**config.mk**
```make
export PLATFORM = sky130hd
export DESIGN_NAME = fetch_prefetch_queue
export DESIGN_NICKNAME = d
export VERILOG_FILES = /design/src/rtl/fetch_prefetch_queue.sv
export SDC_FILE = /design/constraint.sdc
export NUM_CORES = 1
export LEC_CHECK = 0
export CORE_UTILIZATION = 49
export DETAILED_ROUTE_END_ITERATION = 16
export PLACE_DENSITY = 0.75
export SLEW_MARGIN = 10
export SYNTH_ARGS = -nofsm -noshare
export SYNTH_HDL_FRONTEND = slang
export SYNTH_SLANG_ARGS = --single-unit
```
**constraint.sdc**
```tcl
create_clock -name clk -period 2 [get_ports clk]
set_input_delay 0.4 -clock clk [delete_from_list [all_inputs] [get_ports clk]]
set_output_delay 0.4 -clock clk [all_outputs]
set_load 0.005 [all_outputs]
```
**src/rtl/fetch_prefetch_queue.sv**
```systemverilog
// Instruction fetch stage: one-at-a-time memory requests feeding a DEPTH-entry
// prefetch queue of {pc, word} pairs, with redirect flush and stale-response squash.
module fetch_prefetch_queue #(
    parameter int            IW       = 16,
    parameter int            AW       = 16,
    parameter int            DEPTH    = 4,
    parameter logic [AW-1:0] RESET_PC = AW'('h000C)
) (
    input  logic                       clk,
    input  logic                       reset,
    input  logic                       enable,
    input  logic                       redirect_valid,
    input  logic [AW-1:0]              redirect_addr,
    output logic                       imem_req,
    output logic [AW-1:0]              imem_addr,
    input  logic                       imem_gnt,
    input  logic                       imem_rvalid,
    input  logic [IW-1:0]              imem_rdata,
    output logic                       instr_valid,
    input  logic                       instr_ready,
    output logic [IW-1:0]              instr_data,
    output logic [AW-1:0]              instr_pc,
    output logic [$clog2(DEPTH):0]     fill_level
);

    localparam int            PW      = $clog2(DEPTH);
    localparam int            CW      = PW + 1;
    localparam logic [AW-1:0] PC_STEP = AW'(IW / 8);

    logic [AW-1:0] fetch_pc_reg;
    logic [AW-1:0] req_pc_reg;
    logic          outstanding_reg;
    logic          discard_reg;
    logic [CW-1:0] count_reg;
    logic [CW-1:0] count_next;
    logic [PW-1:0] rd_ptr_reg;
    logic [PW-1:0] wr_ptr_reg;

    logic [IW-1:0] data_mem [DEPTH];
    logic [AW-1:0] pc_mem   [DEPTH];

    logic grant;
    logic resp;
    logic push;
    logic pop;

    assign imem_req    = enable & ~outstanding_reg & ~redirect_valid & (count_reg < CW'(DEPTH));
    assign imem_addr   = fetch_pc_reg;
    assign grant       = imem_req & imem_gnt;
    assign resp        = imem_rvalid & outstanding_reg;
    // A response that was overtaken by a redirect (now or earlier) never enters the queue.
    assign push        = resp & ~discard_reg & ~redirect_valid;
    assign instr_valid = (count_reg != '0);
    assign pop         = instr_valid & instr_ready;
    assign fill_level  = count_reg;
    assign instr_data  = instr_valid ? data_mem[rd_ptr_reg] : '0;
    assign instr_pc    = instr_valid ? pc_mem[rd_ptr_reg]   : '0;

    always_comb begin
        count_next = count_reg;
        case ({push, pop})
            2'b10:   count_next = count_reg + CW'(1);
            2'b01:   count_next = count_reg - CW'(1);
            default: count_next = count_reg;
        endcase
    end

    always_ff @(posedge clk or posedge reset) begin
        if (reset) begin
            fetch_pc_reg    <= RESET_PC;
            req_pc_reg      <= '0;
            outstanding_reg <= 1'b0;
            discard_reg     <= 1'b0;
            count_reg       <= '0;
            rd_ptr_reg      <= '0;
            wr_ptr_reg      <= '0;
        end else if (redirect_valid) begin
            fetch_pc_reg <= redirect_addr;
            count_reg    <= '0;
            rd_ptr_reg   <= '0;
            wr_ptr_reg   <= '0;
            if (resp) begin
                outstanding_reg <= 1'b0;
                discard_reg     <= 1'b0;
            end else if (outstanding_reg) begin
                discard_reg <= 1'b1;
            end
        end else begin
            if (grant) begin
                req_pc_reg      <= fetch_pc_reg;
                fetch_pc_reg    <= fetch_pc_reg + PC_STEP;
                outstanding_reg <= 1'b1;
            end
            if (resp) begin
                outstanding_reg <= 1'b0;
                discard_reg     <= 1'b0;
            end
            if (push) wr_ptr_reg <= wr_ptr_reg + PW'(1);
            if (pop)  rd_ptr_reg <= rd_ptr_reg + PW'(1);
            count_reg <= count_next;
        end
    end

    // Storage is not reset; the outputs are masked while the queue is empty.
    always_ff @(posedge clk) begin
        if (push) begin
            data_mem[wr_ptr_reg] <= imem_rdata;
            pc_mem[wr_ptr_reg]   <= req_pc_reg;
        end
    end

endmodule

```
### The clock network, run 1

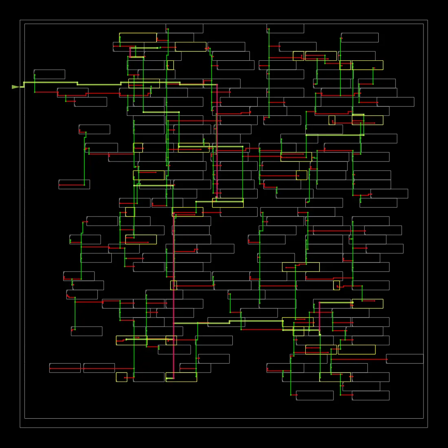
Sink Count: 169
clk pwr: 3.31 mW
CTS Buf Count: 17
Clock Buffer Count: 17
Worst Skew: 5.373 ps

### Signal wires by layer, run 1

Scale: 2 px per um. Only two layers are drawn.
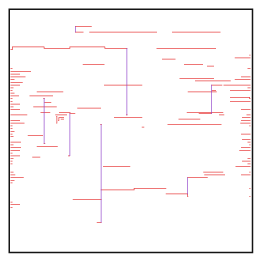
met3 -> red  # wire length 788 um
met4 -> purple  # wire length 151 um
routed len/inst: 18.89 um
final WL: 14,410 um
Tot GR Track Use: 21.65%
via count: 4,121

### Logic cells by family, run 1

Scale: 3 px per um.
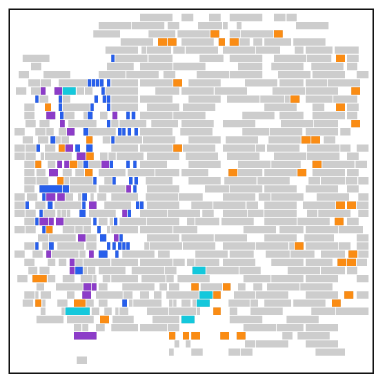
AND and OR gates -> orange  # cells 49, where widely spread
inverting AOI/OAI gates -> purple  # cells 30
NAND gates -> blue  # cells 69, where west
adder and majority cells -> cyan  # cells 6, where south
Final Non-Filler Cells: 763
Comb/total area: 21.75%

### Pin placement, run 1

Scale: 3 px per um. Pins as bars across the die edge, other pins in gray.
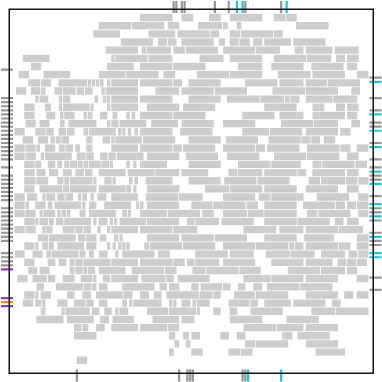
reset -> orange  # pins 1, direction input, edge west
imem_rdata -> cyan  # pins 16, direction input, edge 11 east, 3 north, 2 south
fill_level -> purple  # pins 3, direction output, edge west
all pins by edge = 42 west, 30 east, 11 north, 9 south
Die Ht: 120.8 um
Port Buffers: 91

==> impl_metrics.toml, run 1 <==
# flow metrics
[worst_setup_path]
startpoint = "rd_ptr_reg[0]"
cp_max_fo = 5
end_kind = "output pin"
worst-path-buf-inv = 4
worst-path-stages = 6
crit_end = "instr_pc[15]"
crit_slowest_cell = "mux4_2"
crit_arrival_ps = 1960
path_common_cell = "buf_6"
critPathTopFamily = "multiplexers"
crit_path_cell_trace = "buf_6 -> buf_6 -> buf_12 -> mux4_2 -> and2_4 -> buf_6"
worst_path_largest_cell_delay_ps = 520
critical_path.startpoint_type = "flip-flop"
critical_path_class = "flip-flop to output pin"
critPathRequiredTime_ps = 1600
reg2reg_from = "fill_level[2]"
r2r_end = "imem_addr[13]"
ff2ff_path_depth = 7

[floorplanning]
fp-row-count = 43
core_mm2 = 0.01383
fp-utilization_pct = 50.04
chip_area_mm2 = 0.01460
tap_cells = 180
fp.dieW_um = 120.8
ios = 92

[power]
p_leak_nw = 3.498
total_power_mw = 10.48
ir_drop_v = 0.0006640
p_seq_mw = 4.32
pwr-share-clk_pct = 31.6
swShare_pct = 25.17
seq_power_share_pct = 41.2
pwr-share-comb_pct = 27.2
p_comb_mw = 2.85
power_density_mw_per_mm2 = 1125
power-top-group = "registers"
p_int_mw = 7.840
p_sw_mw = 2.637

[final_layout]
n_antenna_cell = 0
fillCellCount = 951
stdcell_area_mm2 = 0.009311
top_regs = "data_mem x64, pc_mem x64"
buffer_area_share_pct = 16.51
ff_latch_area_mm2 = 0.004873
drive_above_1_share_pct = 34.65
mostFrequentLayoutCell = "edfxtp_1"
clk_share_pct = 6.477
dominant_cells = "registers"
logic_gates = 226
fin_nets = 615
inverters_excl_clock = 11
final_cell_mix = "edfxtp_1, clkdlybuf4s50_1, nand2_1"
post-route-util_pct = 67.34
sh_seq_area_pct = 52.34
logic_area_mm2 = 0.002026
buffers = 145

[synth]
ys_area_mm2 = 0.006919
compound_area_share_pct = 3.888
ys_cells = 427
synth.most_common_cell = "edfxtp_1"
topCombFamilyByArea = "multiplexers"
synthesis.nets = 472
synth.avg_cell_area_um2 = 16.20
syn_area_mm2 = 0.006919
topCellsByArea = "edfxtp_1, dfrtp_1, mux4_2, and2_1, nand2_1"
top_cells_by_count = "edfxtp_1, nand2_1, dfrtp_1"
top_cell_area_share_pct = 55.55
ys_warn_count = 0
synth-async-reset-ratio_pct = 24.26
flop_cell = "edfxtp_1"
ys.flops = 169
postSynthSeqShare_pct = 70.42
ys_sh_mux_pct = 11.16
edf_count = 128
synthSimpleGateAreaFrac_pct = 10.63
postSynthCellCount = 427

[clock_network]
cts_setup_buffers = 13
cts_tree = "built"
ctsResizeCount = 202
clockBufferDepth = 2
clock_tree.root_cell = "clkbuf_16"
cts_max_level = 4
clk_latency_ps = 430
postCtsHoldBufs = 0

[final_timing]
hold_slack_ps = 396.5
worstMarginPinSlew_ps = 524.5
fin_setup_tns_ps = -9517
rsz0062_at_grt = "true"
slew_violations = 0
slew_headroom_pct = 65.04
worst_slack_ps = -359.7
setup_viol = 33
post-route-min-period_ps = 2360
fin_crit_sh_pct = 118.0

[job]
drv_cap = 0
warnings = 32

[grt]
grt-ovfl-total = 0
grt_use_met1_pct = 27.63
grt_pass1_vias = 4363
grt_pass1_wl_um = 22990
top_usage_layer = "met2"
grt_max_degree = 42
met2_usage_pct = 36.25
antenna_found_initial = 0
use_met3_pct = 5.236

[route]
ant_nets = 0
viasPerCell = 5.401
met1_length_um = 6119
route.met3.wl_um = 787
drt_pass1_iterations = 4
top_layer = "met4"
drc = 0
dr_wl_met2_um = 7356

[placed_design]
placed_cells = 714
place_ws_ps = -459.3
dpl.hpwl_um = 8400
gp_congestion = 0.9045
postPlaceCellArea_mm2 = 0.008342

[min_path]
hold_path.class = "primary input to asynchronous set/reset pin"

[run_status]
status = "finished, violations left"
failed_checks = "negative setup slack"
## Run 2: what changed since run 1
--- a/config.mk
+++ b/config.mk
@@ -5,9 +5,10 @@
 export SDC_FILE = /design/constraint.sdc
 export NUM_CORES = 1
 export LEC_CHECK = 0
-export CORE_UTILIZATION = 49
+export CORE_UTILIZATION = 55
 export DETAILED_ROUTE_END_ITERATION = 16
-export PLACE_DENSITY = 0.75
+export DONT_BUFFER_PORTS = 1
+export PLACE_DENSITY = 0.73
 export SLEW_MARGIN = 10
 export SYNTH_ARGS = -nofsm -noshare
 export SYNTH_HDL_FRONTEND = slang
### Logic cells by family, run 2

Scale: 3 px per um.
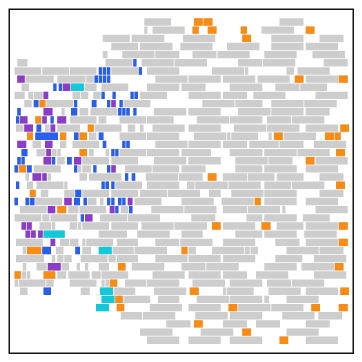
inverting AOI/OAI gates -> purple  # cells 30
adder and majority cells -> cyan  # cells 6
AND and OR gates -> orange  # cells 49, where widely spread
NAND gates -> blue  # cells 69
Comb/total area: 24.36%
Final Non-Filler Cells: 644

### Pin placement, run 2

Scale: 3 px per um. Pins as bars across the die edge, other pins in gray.
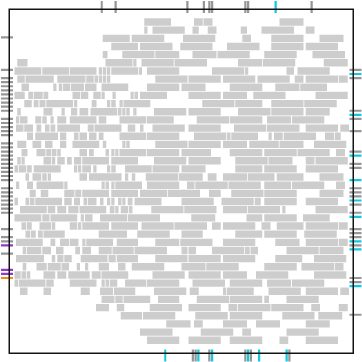
reset -> orange  # pins 1, direction input, edge west
fill_level -> purple  # pins 3, direction output, edge west
imem_rdata -> cyan  # pins 16, direction input, edge 9 east, 6 south, 1 north
all pins by edge = 41 west, 29 east, 12 south, 10 north
die width: 114.2 um
Die Ht: 114.2 um

### The clock network, run 2

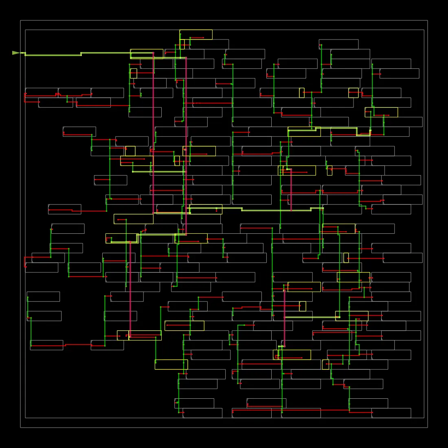
num sequential: 169
Late-Pin Clk Latency: 420 ps
Worst Skew: 8.993 ps
Clock Buffer Count: 23

==> impl_metrics.toml, run 2 <==
# flow metrics
[power]
p_clk_mw = 3.06
power-top-group = "registers"
pwr-share-comb_pct = 23.9
p_seq_mw = 4.35
pwr-share-clk_pct = 31.4
seq_power_share_pct = 44.7
p_sw_mw = 2.476
p_comb_mw = 2.33
ir_drop_v = 0.0007581

[route]
ant_nets = 0
route.met3.wl_um = 949
viasPerCell = 5.775
met1_length_um = 5682
dr_wl_met2_um = 6654
num_vias = 3719
wire_per_inst_um = 20.86
drt-total-wl_um = 13440
top_layer = "met4"

[worst_setup_path]
crit_end = "instr_pc[14]"
worst_path_largest_cell_delay_ps = 490
r2r_end = "imem_addr[13]"
end_kind = "output pin"
crit_arrival_ps = 1810
critical_path.startpoint_type = "flip-flop"
critPathTopFamily = "multiplexers"
critPathRequiredTime_ps = 1600
cp_max_fo = 6
startpoint = "rd_ptr_reg[0]"
worst-path-buf-inv = 2
ff2ff_path_depth = 6

[final_timing]
hold_violations = 5
hold_slack_ps = -5.155
setup_viol = 34
slew_violations = 0
worst_slack_ps = -212.7
fin_crit_sh_pct = 110.6
fin_setup_tns_ps = -5900

[placed_design]
dpl.hpwl_um = 7484
place_ws_ps = -22.76
postPlaceCellArea_mm2 = 0.007293
io_buffers = 0
placed_cells = 598

[final_layout]
fin_nets = 508
buffer_area_share_pct = 6.376
ff_latch_area_mm2 = 0.004875
inverters_excl_clock = 11
fillCellCount = 822
clk_share_pct = 6.711
top_regs = "data_mem x64, pc_mem x64"
n_antenna_cell = 0
buffers = 38
drive_above_1_share_pct = 29.62
sh_seq_area_pct = 59.43
stdcell_area_mm2 = 0.008203

[synth]
compound_area_share_pct = 3.888
synth.avg_cell_area_um2 = 16.20
synth-async-reset-ratio_pct = 24.26
topCombFamilyByArea = "multiplexers"
synth.most_common_cell = "edfxtp_1"
ys_sh_mux_pct = 11.16
edf_count = 128
topCellsByArea = "edfxtp_1, dfrtp_1, mux4_2, and2_1, nand2_1"
synthSimpleGateAreaFrac_pct = 10.63
top_cell_area_share_pct = 55.55
synthesis.nets = 472

[run_status]
failed_checks = "negative hold slack, negative setup slack"
status = "finished, violations left"

[floorplanning]
fp-utilization_pct = 56.89
chip_area_mm2 = 0.01303
fp-row-count = 40
ios = 92
core_mm2 = 0.01216

[job]
warnings = 32
drv_cap = 0

[grt]
grt_pass1_vias = 3798
grt_use_met1_pct = 25.59
met2_usage_pct = 34.91
grt_pass1_wl_um = 19870
grt_usage_pct = 20.87

[min_path]
hold_path.class = "primary input to asynchronous set/reset pin"

[clock_network]
cts_setup_buffers = 3
cts_max_level = 4
No activity file was given, so power comes from the tool's default toggle rates.
